===== src/rtl/bcd_time_counter.sv =====
// rtl/bcd_time_counter.sv - BCD time-of-day counter with 12/24-hour display and synchronised set buttons
// Optional alarm comparator is compiled in when ALARM_EN is defined.
module bcd_time_counter #(
    parameter int TICK_DIV    = 1,
    parameter int SYNC_STAGES = 2
) (
    input  logic       clk,
    input  logic       clr,
    input  logic       tick,
    input  logic       hold,
    input  logic       mode12,
    input  logic       inc_min,
    input  logic       inc_hr,
`ifdef ALARM_EN
    input  logic       alarm_on,
    input  logic [7:0] alarm_hr,
    input  logic [7:0] alarm_min,
    output logic       alarm,
`endif
    output logic [7:0] sec,
    output logic [7:0] min,
    output logic [7:0] hr,
    output logic       pm,
    output logic       day
);

    localparam int PW = (TICK_DIV > 1) ? $clog2(TICK_DIV) : 1;
    localparam logic [PW-1:0] P_LAST = PW'(TICK_DIV - 1);

    logic [7:0]             r_h24;
    logic [7:0]             r_m;
    logic [7:0]             r_s;
    logic [PW-1:0]          r_pcnt;
    logic                   r_day;
    logic [SYNC_STAGES-1:0] r_min_sync;
    logic [SYNC_STAGES-1:0] r_hr_sync;
    logic                   r_min_dly;
    logic                   r_hr_dly;

    logic                   w_min_edge;
    logic                   w_hr_edge;
    logic                   w_tick_ok;
    logic                   w_adv;
    logic [7:0]             w_hr12;

    function automatic logic [7:0] inc_bcd60(input logic [7:0] v);
        logic [7:0] r;
        if (v[3:0] == 4'd9) begin
            if (v[7:4] == 4'd5)
                r = 8'h00;
            else
                r = {v[7:4] + 4'd1, 4'd0};
        end else begin
            r = {v[7:4], v[3:0] + 4'd1};
        end
        return r;
    endfunction

    function automatic logic [7:0] inc_bcd24(input logic [7:0] v);
        logic [7:0] r;
        if (v == 8'h23)
            r = 8'h00;
        else if (v[3:0] == 4'd9)
            r = {v[7:4] + 4'd1, 4'd0};
        else
            r = {v[7:4], v[3:0] + 4'd1};
        return r;
    endfunction

    // Edge detect compares the last synchroniser stage against its one-cycle-delayed copy.
    assign w_min_edge = r_min_sync[SYNC_STAGES-1] & ~r_min_dly;
    assign w_hr_edge  = r_hr_sync[SYNC_STAGES-1]  & ~r_hr_dly;
    assign w_tick_ok  = tick & ~hold & ~w_min_edge & ~w_hr_edge;
    assign w_adv      = w_tick_ok & (r_pcnt == P_LAST);

    always_ff @(posedge clk or posedge clr) begin
        if (clr) begin
            r_min_sync <= '1;
            r_hr_sync  <= '1;
            r_min_dly  <= 1'b1;
            r_hr_dly   <= 1'b1;
        end else begin
            r_min_sync <= {r_min_sync[SYNC_STAGES-2:0], inc_min};
            r_hr_sync  <= {r_hr_sync[SYNC_STAGES-2:0], inc_hr};
            r_min_dly  <= r_min_sync[SYNC_STAGES-1];
            r_hr_dly   <= r_hr_sync[SYNC_STAGES-1];
        end
    end

    // Button edges and accepted ticks are mutually exclusive, so the branches never collide.
    always_ff @(posedge clk or posedge clr) begin
        if (clr) begin
            r_h24  <= 8'h00;
            r_m    <= 8'h00;
            r_s    <= 8'h00;
            r_pcnt <= '0;
            r_day  <= 1'b0;
        end else begin
            r_day <= 1'b0;
            if (w_min_edge) begin
                r_m    <= inc_bcd60(r_m);
                r_s    <= 8'h00;
                r_pcnt <= '0;
            end
            if (w_hr_edge)
                r_h24 <= inc_bcd24(r_h24);
            if (w_tick_ok) begin
                if (w_adv) begin
                    r_pcnt <= '0;
                    r_s    <= inc_bcd60(r_s);
                    if (r_s == 8'h59) begin
                        r_m <= inc_bcd60(r_m);
                        if (r_m == 8'h59) begin
                            r_h24 <= inc_bcd24(r_h24);
                            if (r_h24 == 8'h23)
                                r_day <= 1'b1;
                        end
                    end
                end else begin
                    r_pcnt <= r_pcnt + PW'(1);
                end
            end
        end
    end

    always_comb begin
        w_hr12 = r_h24;
        case (r_h24)
            8'h00:   w_hr12 = 8'h12;
            8'h13:   w_hr12 = 8'h01;
            8'h14:   w_hr12 = 8'h02;
            8'h15:   w_hr12 = 8'h03;
            8'h16:   w_hr12 = 8'h04;
            8'h17:   w_hr12 = 8'h05;
            8'h18:   w_hr12 = 8'h06;
            8'h19:   w_hr12 = 8'h07;
            8'h20:   w_hr12 = 8'h08;
            8'h21:   w_hr12 = 8'h09;
            8'h22:   w_hr12 = 8'h10;
            8'h23:   w_hr12 = 8'h11;
            default: w_hr12 = r_h24;
        endcase
    end

    assign sec = r_s;
    assign min = r_m;
    assign hr  = mode12 ? w_hr12 : r_h24;
    assign pm  = (r_h24 >= 8'h12);
    assign day = r_day;

`ifdef ALARM_EN
    logic r_alarm;
    logic w_alarm_valid;

    // The state is always valid BCD, so rejecting bad compare values only guards the equality.
    assign w_alarm_valid = (alarm_hr[3:0] <= 4'd9) && (alarm_hr <= 8'h23) &&
                           (alarm_min[3:0] <= 4'd9) && (alarm_min[7:4] <= 4'd5);

    always_ff @(posedge clk or posedge clr) begin
        if (clr)
            r_alarm <= 1'b0;
        else
            r_alarm <= alarm_on && w_alarm_valid && (r_h24 == alarm_hr) && (r_m == alarm_min);
    end

    assign alarm = r_alarm;
`endif

endmodule


===== config.mk =====
export PLATFORM = sky130hd
export DESIGN_NAME = bcd_time_counter
export DESIGN_NICKNAME = d
export VERILOG_FILES = /design/src/rtl/bcd_time_counter.sv
export SDC_FILE = /design/constraint.sdc
export NUM_CORES = 1
export LEC_CHECK = 0
export ABC_AREA = 1
export CORE_ASPECT_RATIO = 1.1
export CORE_MARGIN = 4
export CORE_UTILIZATION = 53
export DETAILED_ROUTE_END_ITERATION = 12
export PLACE_DENSITY = 0.89
export SLEW_MARGIN = 40
export SYNTH_ARGS = -nofsm -noshare
export SYNTH_HDL_FRONTEND = slang
export SYNTH_SLANG_ARGS = --single-unit

===== constraint.sdc =====
create_clock -name clk -period 2.2 [get_ports clk]
set_clock_uncertainty 0.05 [all_clocks]
set_input_delay 0.44 -clock clk [delete_from_list [all_inputs] [get_ports clk]]
set_output_delay 0.44 -clock clk [all_outputs]
set_load 0.005 [all_outputs]

flops_by_reg.png
Scale: 4 px per um. Other sequential cells in the stronger gray, the rest of the logic in the fainter gray.
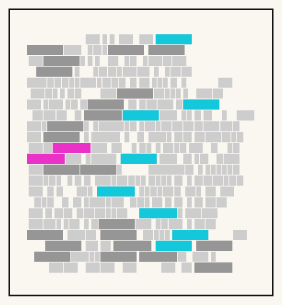
| name in the netlist | color | sequential cells |
|---|---|---|
| `r_min_sync` | magenta | 2 |
| `r_h24` | cyan | 8 |
not colored: 22

detail.png
Window x 20 to 45, y 9 to 34 um. Cells in gray, sequential cells in the stronger gray; small squares are vias.
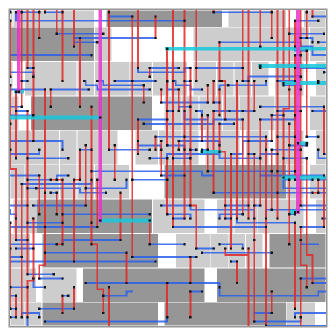
| layer | color |
|---|---|
| metal 3 | cyan |
| metal 2 | red |
| metal 1 | blue |
| metal 4 | magenta |
most frequent: nand2_1 (12), nor2_1 (5), dfrtp_1 (5)
cells with their middle in the window: 62
sequential cells in the window: 9
netlist names of flops here include: `sec` (4), `r_h24` (3), `r_hr_sync` (2)

congestion.png
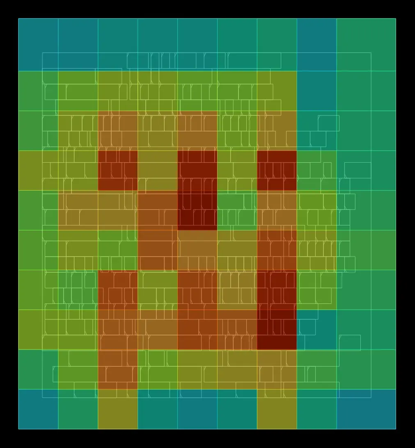
global route hottest layer: met2
met3 track utilization from global routing: 0.0470
met1 GRT Util: 0.239
overall track demand over capacity in global routing: 0.195
GR Layer Usage met2: 0.334

io_placement.png
Scale: 6 px per um. Pins as bars across the die edge, other pins in gray.
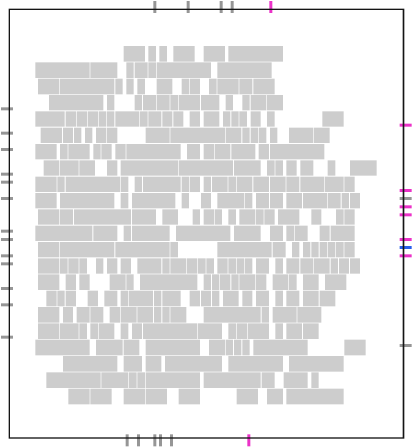
| port | color | pins | direction | edge |
|---|---|---|---|---|
| `hr` | magenta | 8 | output | 6 right, 1 bottom, 1 top |
| `mode12` | blue | 1 | input | right |
all pins by edge: 13 left, 9 right, 6 bottom, 5 top
overall die width: 65.5 um
count of buffers inserted at the top-level ports: 32
Die Ht: 71.2 um

logic_types.png
Scale: 4 px per um.
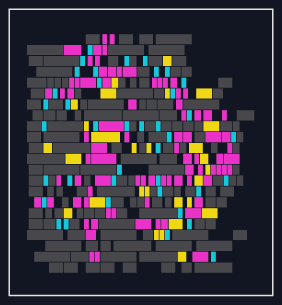
| family | color | cells |
|---|---|---|
| NAND gates | magenta | 82 |
| NOR gates | yellow | 28 |
| inverters | cyan | 39 |
number of standard cells in the final layout excluding fillers: 340
proportion of cell area occupied by multi-input gates: 0.387
most frequently placed logic cell in the final layout: nand2_1

==> run notes <==
The implementation run finished. Post-route total power landed at 2.51 mW. The CTS report gives the tree buffer count as 5. After layout, the buffer instance count without clock buffers stands at 57. The number of placed instances, taps included, is 326.

Entering global routing, the biggest net connects 33 pins. Number of DRC violations after detailed-routing iteration 0 landed at 62. A synthesized cell averages 8.34 um2.

Average via count per standard cell landed at 5.09. In this run the critical path is formed by inv_1, ha_1, nand4_1, nand2_1, nor2_2, nand2_4, nand2_4, nand2_2, nand2_1, inv_1, buf_2. Delay of the slowest critical-path stage landed at 0.40 ns. The launch point of the worst register-to-register path is recorded as sec[5]. Number of warnings reported in the yosys synthesis log landed at 0. Number of flip-flops and latches landed at 32. Final wirelength landed at 4190 um. Across all register-to-register paths, the minimum setup slack is 0.55 ns. Routed via count landed at 1732. Number of library cell types mapped by synthesis landed at 32. Looking at the max-slew report, the worst-margin pin has a slew of 0.408 ns. Initial antenna violation count landed at 0. The synthesis report lists the most area-consuming cells as dfrtp_1 34%, nand2_1 8.6%, dfstp_2 8.2%, inv_1 6.0%, ha_1 3.9%. Peak supply drop landed at 0.819 mV. STA classifies the critical path startpoint as a register. The first global-routing pass estimated 7220 um of wire.

STA reports the tightest min-delay check as being of type reg -> reg. Placeable core region landed at 3410 um2. Timing would allow up to 440 MHz. Finished layout cell area landed at 2560 um2. The critical path in this run is classified as reg -> out. Number of fill cells in the layout landed at 237. Per the synthesis report, the dominant area consumer among library cells is dfrtp_1. Portion of synthesized cell area occupied by the leading cell type landed at 0.338.

Measured on the finished design, the core utilization comes to 0.750. Per the hold report, the tightest min-delay path originates at r_min_sync[0]. CTS placed an instance of clkbuf_4 at the clock tree root. Registers represent a cell area share of 0.317.

Among all cell classes, the greatest summed area belongs to combinational gates. Mean routed wirelength per cell landed at 12.3 um. The sequential cells in the finished layout cover a total of 811 um2. Summing every instance area after synthesis gives 1930 um2. In the final report, the number of pins over their slew limit comes to 0.

Non-clock inverters in the final layout number 39. TritonCTS built the clock tree. According to the dpl log, the detail-placed design has an HPWL of 3050 um.

The most common logic cells in the final layout are 42 x nand2_1, 29 x inv_1, 26 x clkdlybuf4s50_1, 24 x dfrtp_1, 24 x buf_4. The CTS log lists the clock sinks for this run as 32. The chip occupies 4660 um2.

The synthesis stats list as the most numerous cell nand2_1. When the netlist entered floorplanning its net count stood at 244. Post-route fraction of the period consumed by the critical path landed at 1.03. Synthesized chip area reported by yosys landed at 1930 um2. STA shows the worst reg2reg path with a cell count of 11. Across the run, the number of max-cap violations was 0.

Number of combinational gates with multiple inputs landed at 156. Instance area after placement landed at 2430 um2. Share of cells above drive strength 1 landed at 0.315. The area taken by multi-input combinational cells is reported as 991 um2. Least setup slack across all paths after layout landed at -0.0733 ns. Per the STA report, the cell with the highest stage delay on the worst path is dfrtp_1. Weighted congestion at the end of routability-driven global placement landed at 0.981.

Cell count of the worst hold path landed at 0. The worst pin sits at a relative slew slack of 0.728. STA classifies the critical path endpoint as an output pin. The DRC violation total left in the routed layout is recorded as 0. The checks that failed: setup timing.

Proportion of synthesized chip area in sequential cells landed at 0.420. The worst path in the final design needs a cycle of 2.27 ns, including I/O delays and setup. Per the timing report, the most critical flop-to-flop path finishes at min[4]. For the final routed database, the setup TNS stands at -0.264 ns. Worst endpoint data arrival time landed at 1.78 ns. The flow ran to the end, but the final reports show violations.

Hold analysis lists the worst path endpoint as r_min_sync[1]. The synthesized design contains 32 register bits. Setup repair after global routing could not meet its margin everywhere. Number of synthesized flops with an enable pin landed at 0. By count the netlist is led by 44 x nand2_1, 31 x inv_1, 26 x dfrtp_1. The fraction of final cell area spent on non-clock buffers in this run is 0.191.

For the worst setup path, the data required time is 1.71 ns. Number of warnings in the stage logs landed at 32. Clock buffer count in the final layout landed at 6. The number of global-route vias before repair is 1719. Count of inserted antenna diode cells landed at 0. Final number of hold-violating endpoints landed at 0. Maximum number of buffers from clock root to sink landed at 2. Ratio of total power to cell area landed at 982 nW/um2. The critical path contains buffers and inverters numbering 3 combined. Per the synth stats, the flop cell with the highest instance count is dfrtp_1.

Per the finish-stage timing summary, setup violations number 5. Number of ports placed on the die boundary landed at 33. The clock H-tree reported by CTS has 2 levels. Fraction of registers with async set or reset after synthesis landed at 1.00.
metal layers:
layer  up-vias  part of all wire
met5         -                 0
met4         0             0.027
met3        16             0.046
met2        52              0.50
met1       801              0.43
li1        863                 -
stage by stage:
| step | hold WS, ns | worst slack (ns) |
|---|---|---|
| 6_report | 0.310 | -0.0733 |
| 5_1_grt | 0.320 | -0.257 |
| 4_1_cts | 0.311 | -0.109 |
| 3_5_place_dp | 0.297 | -0.132 |
| 3_3_place_gp | 0.295 | -0.0586 |
| 2_1_floorplan | 0.295 | 0.398 |
kinds of logic (layout without fill, tap and decap cells):
logic type	Yosys count	count (layout)	share of synthesized area
simple gates	111	111	0.337
buf+inv	43	104	0.0858
compound gates	34	34	0.0955
flops	32	32	0.420
fa+ha+maj	6	6	0.0390
xor+xnor	5	5	0.0227
worst max-delay path by stage:
stage,from,endpoint,slack [ns],cells past startpoint
after floorplan,r_h24[5],hr[1],0.40,12
after global placement,r_h24[5],hr[1],-0.06,13
after detailed placement,r_h24[5],hr[1],-0.13,13
after CTS,r_h24[4],hr[1],-0.11,13
after global routing,r_h24[4],hr[1],-0.26,11
final,r_h24[4],hr[1],-0.07,11
repair_timing:
action	CTS	global route
endpoints found under the setup margin	6	6
buffers inserted	3	3
gates resized	30	6
pin swaps	6	4
gates cloned	0	0
registers in the layout (all words and copies together), names as in the netlist:
| name | cells |
|---|---|
| sec | 8 |
| r_pcnt | 1 |
| r_hr_sync | 2 |
| r_min_sync | 2 |
| r_min_dly | 1 |
| r_h24 | 8 |
| min | 8 |
| r_hr_dly | 1 |
| day | 1 |
where the power goes:
part           switching (mW)  total, mW  internal, mW
combinational           0.597       1.24         0.641
sequential              0.183      0.925         0.742
clock                   0.199      0.351         0.152
total                   0.979       2.51          1.53
Power is estimated from default activity; no workload was simulated.
